==> images/m4.png <==
Bar = 20 um. Supply wires on this layer in gray.
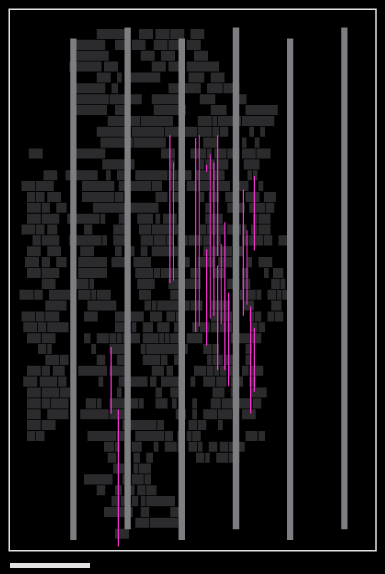
==> images/util_map.png <==
9 x 14 tiles, from white (low) to dark blue (high), 0 to 100% covered.
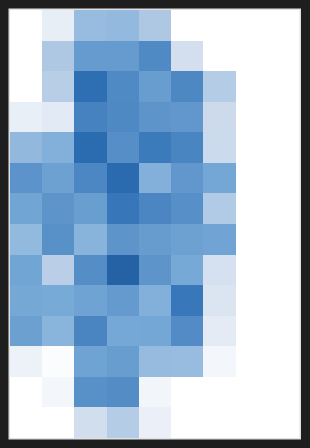
==> images/class_map.png <==
Bar = 20 um. Fill, decap, tap and diode cells in gray.
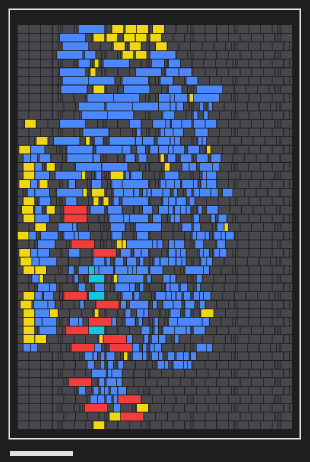
==> config.mk <==
export PLATFORM = sky130hd
export DESIGN_NAME = rr_decode_arbiter
export DESIGN_NICKNAME = d
export VERILOG_FILES = /design/src/rtl/rr_decode_arbiter_pkg.sv /design/src/rtl/rr_decode_arbiter_decode_shift.sv /design/src/rtl/rr_decode_arbiter.sv
export SDC_FILE = /design/constraint.sdc
export NUM_CORES = 1
export LEC_CHECK = 0
export CAP_MARGIN = 10
export CORE_ASPECT_RATIO = 1.5
export CORE_MARGIN = 2
export CORE_UTILIZATION = 30
export CTS_BUF_LIST = sky130_fd_sc_hd__clkbuf_8
export DETAILED_ROUTE_END_ITERATION = 8
export GPL_TIMING_DRIVEN = 0
export SLEW_MARGIN = 5
export SYNTH_ARGS = -nofsm -noshare
export SYNTH_HDL_FRONTEND = slang
export SYNTH_HIERARCHICAL = 1
export SYNTH_SLANG_ARGS = --single-unit
==> constraint.sdc <==
create_clock -name clk -period 11.8 [get_ports clk]
set_input_delay 1.77 -clock clk [delete_from_list [all_inputs] [get_ports clk]]
set_output_delay 1.77 -clock clk [all_outputs]
set_load 0.05 [all_outputs]
==> results.cfg <==
; yosys + openroad results
[outcome]
status = complete, no violations

[final_timing]
fin_setup_tns_ns = 0
slew_viol_final = 0
max_slew_margin = 0.4674

[final_layout]
area_growth_syn_to_layout_pct = 18.31
drive_above_1_share = 0.1854

[floorplan]
dieHeight_um = 135.2
chip_area_mm2 = 0.01237

[synth]
syn_avg_cell_area_um2 = 9.014
most_common_cell = mux4_2
simple_gate_area_frac = 0.2453
ys_seq_share = 0.08721
synthMuxAreaShare = 0.3456
yosys.area.top_type = mux4_2
yosys_cells = 382

[power]
switching_share = 0.5633
p_comb_w = 0.000895
leakage_nw = 1.408
pwr-share-clk = 0.040
pwr-share-seq = 0.090
top_power_group = combinational logic

[global_routing]
grt_max_degree = 16
antenna_found_initial = 0
grt_usage = 0.1796

[detailed_routing]
dr_wl_met2_mm = 5.840
wl_met1_mm = 4.195
drc = 0

[clocking]
cts_made_buffers = 3

[setup_path]
start_kind = register
ff2ff_setup_slack_ns = 6.25
cp-end-kind = register
Notes on m4.png above:
The layer holds 5.0% of the routed length. The layer carries 562 um of wire.
via count: 3458
Routed WL: 11.16 mm

Notes on util_map.png above:
2.4% of the tiles are over 75% full. The emptiest ninth of the die: bottom right. The fullest tile reaches 80%. The densest ninth of the die: middle. The mean over all tiles is 32%.
FP Core Util: 0.3098
Final Util: 0.3665
total core area: 0.01111 mm2

Notes on class_map.png above:
Key: registers = red [cells 15]; clock drivers and dummy loads = cyan [cells 4]; remaining buffers and delay cells = yellow [cells 66]; remaining logic cells = blue [cells 341]
fin area: 0.004074 mm2
Site Rows: 47
Seq area share: 0.07371

[critical path, stage by stage, from the launching register on]
cell      delay [ns]
dfxtp_1         0.37
buf_2           0.26
buf_2           0.33
clkbuf_1        0.52
inv_1           0.30
ha_1            0.34
buf_2           0.24
mux4_2          0.59
mux2i_1         0.37
o211ai_1        0.22
or4_4           0.61
buf_6           0.17
a211oi_1        0.25
o22ai_1         0.14
a211oi_1        0.34
o221ai_1        0.20
a31oi_1         0.19
[cells by family after synthesis]
| group | count (synthesis) |
|---|---|
| mux | 70 |
| simple gates | 139 |
| fa+ha+maj | 9 |
| xor+xnor | 14 |
| compound gates | 96 |
| flops | 15 |
| buf+inv | 39 |
[final cells by class]
| class | count | area, um2 |
|---|---|---|
| Tap cell | 147 | 183.9 |
| Timing Repair Buffer | 40 | 400.4 |
| Sequential cell | 15 | 300.3 |
| Fill cell | 1162 | 7041 |
| Clock buffer | 3 | 41.29 |
| Inverter | 13 | 48.80 |
| Buffer | 26 | 141.4 |
| Clock inverter | 1 | 5.005 |
| Multi-Input combinational cell | 328 | 2953 |
[metal layers]
| layer | global-route usage | up-vias |
|---|---|---|
| met2 | 0.3325 | 162 |
| met4 | 0.09007 | 0 |
| met5 | 0 | - |
| li1 | - | 1606 |
| met1 | 0.2065 | 1649 |
| met3 | 0.01169 | 41 |
[per-stage QoR]
step / hold slack (ns) / setup WS (ns)
5_1_grt: 0.5364 / 5.803
3_3_place_gp: 0.4766 / 6.269
3_5_place_dp: 0.4852 / 6.235
4_1_cts: 0.4993 / 6.189
6_report: 0.4941 / 6.253
2_1_floorplan: 0.4575 / 7.230
Power figures rest on the tool's default switching activity, not on a simulated workload.
